### config.mk
export PLATFORM = sky130hd
export DESIGN_NAME = axi_id_arbiter_flat
export DESIGN_NICKNAME = d
export VERILOG_FILES = /design/src/rtl/axi_id_arbiter_pkg.sv /design/src/rtl/axi_id_arbiter_if.sv /design/src/rtl/axi_rr_picker.sv /design/src/rtl/axi_id_arbiter.sv /design/src/flat_wrapper.sv
export SDC_FILE = /design/constraint.sdc
export NUM_CORES = 1
export LEC_CHECK = 0
export ABC_AREA = 1
export CAP_MARGIN = 20
export CELL_PAD_IN_SITES_DETAIL_PLACEMENT = 0
export CELL_PAD_IN_SITES_GLOBAL_PLACEMENT = 1
export CORE_MARGIN = 4
export CORE_UTILIZATION = 25
export DETAILED_ROUTE_END_ITERATION = 10
export PLACE_DENSITY = 0.77
export SYNTH_ARGS = -nofsm -noshare
export SYNTH_HDL_FRONTEND = slang
export SYNTH_HIERARCHICAL = 1
export SYNTH_SLANG_ARGS = --single-unit
export TNS_END_PERCENT = 10
### constraint.sdc
create_clock -name clk_i -period 3.8 [get_ports clk_i]
set_input_delay 0.95 -clock clk_i [delete_from_list [all_inputs] [get_ports clk_i]]
set_output_delay 0.95 -clock clk_i [all_outputs]
set_load 0.005 [all_outputs]
### src/rtl/axi_id_arbiter_pkg.sv
// Shared definitions for the AXI ID request-side arbiter and its ID decoder:
// state encoding, log2 helper and the one-hot expansion used on both sides.
package axi_id_pkg;

    localparam logic ST_IDLE = 1'b0;
    localparam logic ST_BUSY = 1'b1;

    typedef enum logic {
        S_IDLE = ST_IDLE,
        S_BUSY = ST_BUSY
    } state_e;

    localparam int ONEHOT_MAX = 64;

    function automatic int clog2(input int value);
        int result;
        int rem;
        result = 0;
        rem    = value - 1;
        while (rem > 0) begin
            result++;
            rem = rem >> 1;
        end
        return result;
    endfunction

    // Out-of-range indices expand to all zeros so callers can pass "no winner" safely.
    function automatic logic [ONEHOT_MAX-1:0] onehot(input int index, input int width);
        logic [ONEHOT_MAX-1:0] result;
        result = '0;
        if (index >= 0 && index < width && index < ONEHOT_MAX) begin
            result = ONEHOT_MAX'(1) << index;
        end
        return result;
    endfunction

endpackage

### src/rtl/axi_id_arbiter_if.sv
// Bundle of the per-port request channels and the single arbitrated output channel.
// The slave modport is the arbiter's view; master is the surrounding system's view.
interface axi_id_arbiter_if #(
    parameter int AXI_ID_WIDTH  = 2,
    parameter int AXI_PORT_NUM  = 3,
    parameter int PAYLOAD_WIDTH = 32
);
    logic [AXI_PORT_NUM-1:0]               s_valid_i;
    logic [AXI_PORT_NUM-1:0]               s_ready_o;
    logic [AXI_PORT_NUM*PAYLOAD_WIDTH-1:0] s_payload_i;
    logic                                  m_valid_o;
    logic                                  m_ready_i;
    logic [AXI_ID_WIDTH-1:0]               m_id_o;
    logic [PAYLOAD_WIDTH-1:0]              m_payload_o;
    logic [AXI_PORT_NUM-1:0]               gnt_o;

    modport slave (
        input  s_valid_i,
        input  s_payload_i,
        input  m_ready_i,
        output s_ready_o,
        output m_valid_o,
        output m_id_o,
        output m_payload_o,
        output gnt_o
    );

    modport master (
        output s_valid_i,
        output s_payload_i,
        output m_ready_i,
        input  s_ready_o,
        input  m_valid_o,
        input  m_id_o,
        input  m_payload_o,
        input  gnt_o
    );
endinterface

### src/rtl/axi_rr_picker.sv
// Combinational round-robin picker: first requester at or after ptr_i, scanning cyclically.
module axi_rr_picker
    import axi_id_pkg::*;
#(
    parameter  int PORT_NUM = 3,
    localparam int PTR_W    = clog2(PORT_NUM)
) (
    input  logic [PORT_NUM-1:0] req_i,
    input  logic [PTR_W-1:0]    ptr_i,
    output logic                found_o,
    output logic [PTR_W-1:0]    idx_o,
    output logic [PORT_NUM-1:0] onehot_o
);

    logic [PTR_W-1:0] cand    [PORT_NUM];
    logic [PTR_W-1:0] idx_acc [PORT_NUM+1];
    logic [PORT_NUM:0] seen;
    logic [PORT_NUM-1:0] hit;
    logic [PORT_NUM-1:0] take;

    assign seen[0]    = 1'b0;
    assign idx_acc[0] = '0;

    // Offset gi from the pointer maps to port cand[gi]; the lowest hitting offset wins.
    for (genvar gi = 0; gi < PORT_NUM; gi++) begin : g_off
        logic [PTR_W:0] sum;
        assign sum      = {1'b0, ptr_i} + (PTR_W+1)'(gi);
        assign cand[gi] = (sum >= (PTR_W+1)'(PORT_NUM)) ? PTR_W'(sum - (PTR_W+1)'(PORT_NUM))
                                                         : sum[PTR_W-1:0];
        assign hit[gi]         = req_i[cand[gi]];
        assign take[gi]        = hit[gi] & ~seen[gi];
        assign seen[gi+1]      = seen[gi] | hit[gi];
        assign idx_acc[gi+1]   = idx_acc[gi] | (take[gi] ? cand[gi] : '0);
    end

    assign found_o  = seen[PORT_NUM];
    assign idx_o    = idx_acc[PORT_NUM];
    assign onehot_o = found_o ? PORT_NUM'(onehot(int'(idx_o), PORT_NUM)) : '0;

endmodule

### src/rtl/axi_id_arbiter.sv
// Many-to-one AXI address-channel arbiter: round-robin winner is registered into a
// one-deep output slice and tagged with its port index as the AXI ID.
module axi_id_arbiter
    import axi_id_pkg::*;
#(
    parameter int AXI_ID_WIDTH  = 2,
    parameter int AXI_PORT_NUM  = 3,
    parameter int PAYLOAD_WIDTH = 32
) (
    input  logic                  clk_i,
    input  logic                  rst_i,
    axi_id_arbiter_if.slave       bus
);

    localparam int PTR_W = clog2(AXI_PORT_NUM);

    if (AXI_ID_WIDTH < PTR_W) begin : g_bad_id
        $fatal(1, "Error: ID width too small");
    end
    if (AXI_PORT_NUM < 2 || AXI_PORT_NUM > ONEHOT_MAX) begin : g_bad_ports
        $fatal(1, "Error: AXI_PORT_NUM out of range");
    end

    state_e                      state_q, state_d;
    logic [PTR_W-1:0]            ptr_q, ptr_d;
    logic [AXI_ID_WIDTH-1:0]     id_q, id_d;
    logic [PAYLOAD_WIDTH-1:0]    payload_q, payload_d;
    logic [AXI_PORT_NUM-1:0]     gnt_q, gnt_d;

    logic                        cap;
    logic                        pick_found;
    logic [PTR_W-1:0]            pick_idx;
    logic [AXI_PORT_NUM-1:0]     pick_onehot;
    logic [PAYLOAD_WIDTH-1:0]    pay_acc [AXI_PORT_NUM+1];

    axi_rr_picker #(
        .PORT_NUM (AXI_PORT_NUM)
    ) u_picker (
        .req_i    (bus.s_valid_i),
        .ptr_i    (ptr_q),
        .found_o  (pick_found),
        .idx_o    (pick_idx),
        .onehot_o (pick_onehot)
    );

    // AND-OR payload mux steered by the one-hot winner.
    assign pay_acc[0] = '0;
    for (genvar gi = 0; gi < AXI_PORT_NUM; gi++) begin : g_pay
        assign pay_acc[gi+1] = pay_acc[gi]
                             | ({PAYLOAD_WIDTH{pick_onehot[gi]}}
                                & bus.s_payload_i[gi*PAYLOAD_WIDTH +: PAYLOAD_WIDTH]);
    end

    assign cap = (state_q == S_IDLE) || bus.m_ready_i;

    // Ready is gated by reset directly so no source sees a handshake while held in reset.
    assign bus.s_ready_o = (cap && pick_found && !rst_i) ? pick_onehot : '0;

    always_comb begin
        state_d   = state_q;
        ptr_d     = ptr_q;
        id_d      = id_q;
        payload_d = payload_q;
        gnt_d     = gnt_q;
        if (cap) begin
            if (pick_found) begin
                state_d   = S_BUSY;
                id_d      = AXI_ID_WIDTH'(pick_idx);
                payload_d = pay_acc[AXI_PORT_NUM];
                gnt_d     = pick_onehot;
                ptr_d     = (pick_idx == PTR_W'(AXI_PORT_NUM-1)) ? '0 : pick_idx + PTR_W'(1);
            end else begin
                state_d = S_IDLE;
                gnt_d   = '0;
            end
        end
    end

    always_ff @(posedge clk_i or posedge rst_i) begin
        if (rst_i) begin
            state_q   <= S_IDLE;
            ptr_q     <= '0;
            id_q      <= '0;
            payload_q <= '0;
            gnt_q     <= '0;
        end else begin
            state_q   <= state_d;
            ptr_q     <= ptr_d;
            id_q      <= id_d;
            payload_q <= payload_d;
            gnt_q     <= gnt_d;
        end
    end

    assign bus.m_valid_o   = (state_q == S_BUSY);
    assign bus.m_id_o      = id_q;
    assign bus.m_payload_o = payload_q;
    assign bus.gnt_o       = gnt_q;

endmodule

### src/flat_wrapper.sv
// flat-port wrapper written by rule: the top's interface ports become plain ports
module axi_id_arbiter_flat import axi_id_pkg::*;
#(
    parameter int AXI_ID_WIDTH  = 2,
    parameter int AXI_PORT_NUM  = 3,
    parameter int PAYLOAD_WIDTH = 32
)
  (clk_i, rst_i, bus_s_valid_i, bus_s_payload_i, bus_m_ready_i, bus_s_ready_o, bus_m_valid_o, bus_m_id_o, bus_m_payload_o, bus_gnt_o);
  axi_id_arbiter_if #(.AXI_ID_WIDTH(AXI_ID_WIDTH), .AXI_PORT_NUM(AXI_PORT_NUM), .PAYLOAD_WIDTH(PAYLOAD_WIDTH)) bus_i ();
  input  logic clk_i;
  input  logic rst_i;
  input wire logic [$bits(bus_i.s_valid_i)-1:0] bus_s_valid_i;
  input wire logic [$bits(bus_i.s_payload_i)-1:0] bus_s_payload_i;
  input wire logic [$bits(bus_i.m_ready_i)-1:0] bus_m_ready_i;
  output wire logic [$bits(bus_i.s_ready_o)-1:0] bus_s_ready_o;
  output wire logic [$bits(bus_i.m_valid_o)-1:0] bus_m_valid_o;
  output wire logic [$bits(bus_i.m_id_o)-1:0] bus_m_id_o;
  output wire logic [$bits(bus_i.m_payload_o)-1:0] bus_m_payload_o;
  output wire logic [$bits(bus_i.gnt_o)-1:0] bus_gnt_o;
  assign bus_i.s_valid_i = bus_s_valid_i;
  assign bus_i.s_payload_i = bus_s_payload_i;
  assign bus_i.m_ready_i = bus_m_ready_i;
  assign bus_s_ready_o = bus_i.s_ready_o;
  assign bus_m_valid_o = bus_i.m_valid_o;
  assign bus_m_id_o = bus_i.m_id_o;
  assign bus_m_payload_o = bus_i.m_payload_o;
  assign bus_gnt_o = bus_i.gnt_o;
  axi_id_arbiter #(.AXI_ID_WIDTH(AXI_ID_WIDTH), .AXI_PORT_NUM(AXI_PORT_NUM), .PAYLOAD_WIDTH(PAYLOAD_WIDTH)) u_core (.clk_i(clk_i), .rst_i(rst_i), .bus(bus_i));
endmodule
==> images/logic_types.png <==
(2 px per um)
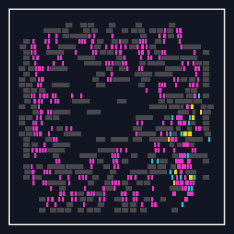
legend:
  nand cells:
    color: magenta
    cells: 266
    most_used: nand2_1
    where: spread over the die
  inv cells:
    color: cyan
    cells: 17
    most_used: inv_1
  nor cells:
    color: yellow
    cells: 9

==> images/congestion.png <==
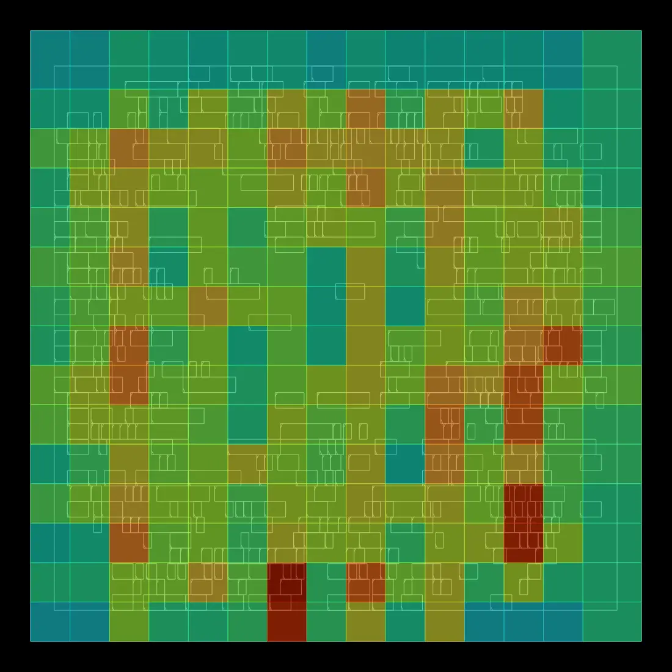
Finished Core Util: 0.440
gr usage total: 0.144

==> images/io_placement.png <==
(4 px per um) Pins as bars across the die edge, other pins in gray.
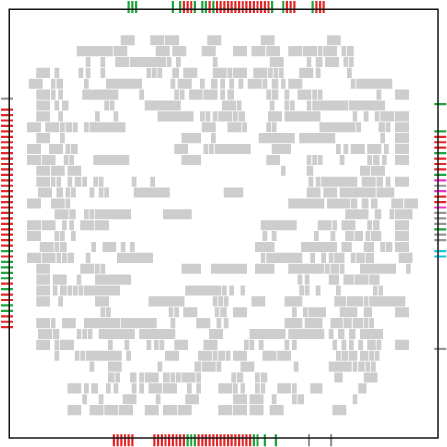
legend:
  bus_s_ready_o:
    color: magenta
    pins: 3
    direction: output
    edge: east
  bus_m_id_o:
    color: cyan
    pins: 2
    direction: output
    edge: east
  bus_s_payload_i:
    color: red
    pins: 96
    direction: input
    edge: 33 west, 30 south, 25 north, 8 east
  bus_m_payload_o:
    color: green
    pins: 32
    direction: output
    edge: 12 north, 8 west, 7 south, 5 east

==> images/flops_by_reg.png <==
(2 px per um)
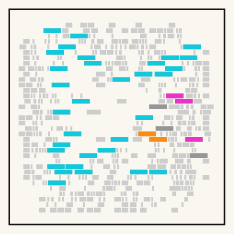
legend:
  u_core/bus.gnt_o:
    color: magenta
    sequential_cells: 3
  u_core/bus.m_payload_o:
    color: cyan
    sequential_cells: 32
  u_core/ptr_q:
    color: orange
    sequential_cells: 2

==> flow_summary.toml <==
# yosys + openroad results
[status]
status = "finished, final reports clean"

[finish]
layout-drive-gt1-share = 0.0857
lay_top_cells = "nand2_1 (213), clkdlybuf4s50_1 (138), dfrtp_1 (40)"
antennaDiodeCount = 0
area_growth_pct = 68.7
final_nets = 608
fill_cells = 1026
finalInstanceArea_sq_um = 4120

[synth]
logic_family = "simple AND/OR/NAND/NOR gates"
netlist_instances = 363
ys.flop_type = "dfrtp_1"
synth_warnings = 6
synth_area_sq_um = 2440
async_flop_share = 1.00
synth.distinct_cells = 24
synth_chip_area_sq_um = 2440
simple_gate_share = 0.466
synth_seq_share = 0.410
syn_nets = 469
synthAoiAreaFrac = 0.0302
adder_share = 0.0205
avgSynthCellArea_sq_um = 6.73
synth-edff-count = 0
numSynthFlops = 40

[routing]
vias = 2732
dr_wl_met3_um = 504
firstDrtPassIters = 4
wl_met1_um = 3450
drc_errors = 0
viasPerCell = 4.33
wirelength_um = 8160
ant_nets = 0
met2WireLength_um = 4140
top_layer = "met4"
wl_per_cell_um = 12.9

[worst_setup_path]
r2r_start = "u_core/ptr_q[0]"
rr_worst_depth = 13
worstPathCellList = "clkdlybuf4s50_1 -> nand2_2 -> nand3_2 -> nand2_2 -> nand2_1 -> nand2_1 -> inv_2 -> nand2_4 -> inv_2 -> nor2_2 -> inv_1 -> nor3_1 -> dlygate4sd2_1"
cp_slowest_stage_delay_ns = 0.43
path_max_fanout = 5
critPathTopFamily = "simple AND/OR/NAND/NOR gates"
critical_path_class = "input port to primary output"
critPathSlowestCell = "clkdlybuf4s50_1"
rrSetupSlack_ns = 1.37
arrival_ns = 2.64
crit_end = "bus_s_ready_o[1]"

[global_routing]
overflow = 0
grt_first_pass_wirelength_um = 13400

[timing]
maxSlewHeadroom = 0.420
fin_setup_tns_ns = 0
max_freq_ghz = 0.279
hold_viol = 0
worst_pin_slew_ns = 0.869
fin_crit_ns = 3.59
setup_viol = 0
fin_hold_ws_ns = 0.479
worst_slack_ns = 0.214

[cts]
post_cts_buffers = 0
cts_made_buffers = 5
cts-htree-levels = 2
cts_tree = "done"
root_buffer = "clkbuf_8"
clock-sinks = 40
cts_buffer_depth = 2
clock_latency_ns = 0.29

[placement]
port_buffers = 142
place_ws_ns = -0.198
gp_congestion = 0.898
placed_cell_area_sq_um = 4000

[pwr]
p_int_mw = 1.76
p_sw_mw = 1.56
peakVddDrop_mv = 0.427
powerDensity_nw_per_um2 = 807
pwr-share-clk = 0.092

[floorplan]
die_area_sq_um = 11400
coreArea_sq_um = 9370
fp.dieW_um = 107
fp_util = 0.261
fp-row-count = 35

[flow_run]
cap_violations = 0

[min_path]
hold_depth = 2
min_from = "u_core/bus.m_payload_o[20]"
-- power by group through the flow --
stage | logic, mW | registers (mW) | clock network [mW]
finish | 2.28 | 0.737 | 0.305
global route | 2.62 | 0.764 | 0.339
CTS | 2.33 | 0.740 | 0.318
detailed placement | 2.32 | 0.742 | 0
global placement | 2.30 | 0.740 | 0
floorplan | 1.43 | 0.750 | 0
-- area by class of cell --
class                   count  area (sq um)  share of cell area
well taps                 129           161              0.0392
inverters                  17          63.8              0.0155
flip-flops and latches     40          1000               0.243
multi-input cells         287          1290               0.314
clock buffers               7          96.3              0.0234
repair buffers            151          1500               0.365
-- Yosys cell counts, types with 4 or more instances --
| cell | n | area (sq um) |
|---|---|---|
| nand2_1 | 214 | 803 |
| dfrtp_1 | 40 | 1000 |
| nand3_1 | 40 | 200 |
| inv_1 | 13 | 48.8 |
| buf_2 | 9 | 45.0 |
| nand2_2 | 6 | 37.5 |
| clkbuf_1 | 4 | 15.0 |
| ha_1 | 4 | 50.1 |
| inv_2 | 4 | 15.0 |
| nor2_1 | 4 | 15.0 |
-- routing by layer --
metal  GRT usage  vias to the layer above
li1            -                     1395
met5           0                        -
met2       0.253                       83
met4      0.0329                        0
met1       0.173                     1248
met3      0.0421                        6
-- sequential cells by signal (all words and copies together) (netlist names) --
signal	count
u_core/bus.gnt_o	3
u_core/bus.m_id_o	2
u_core/ptr_q	2
u_core/bus.m_payload_o	32
u_core/bus.m_valid_o	1
-- per-stage QoR --
| stage | util | power, mW |
|---|---|---|
| after floorplan | - | 2.18 |
| after global placement | 0.426 | 3.03 |
| after detailed placement | 0.426 | 3.06 |
| after CTS | 0.438 | 3.39 |
| after global routing | 0.440 | 3.72 |
| final | 0.440 | 3.33 |
Power figures rest on the tool's default switching activity, not on a simulated workload.
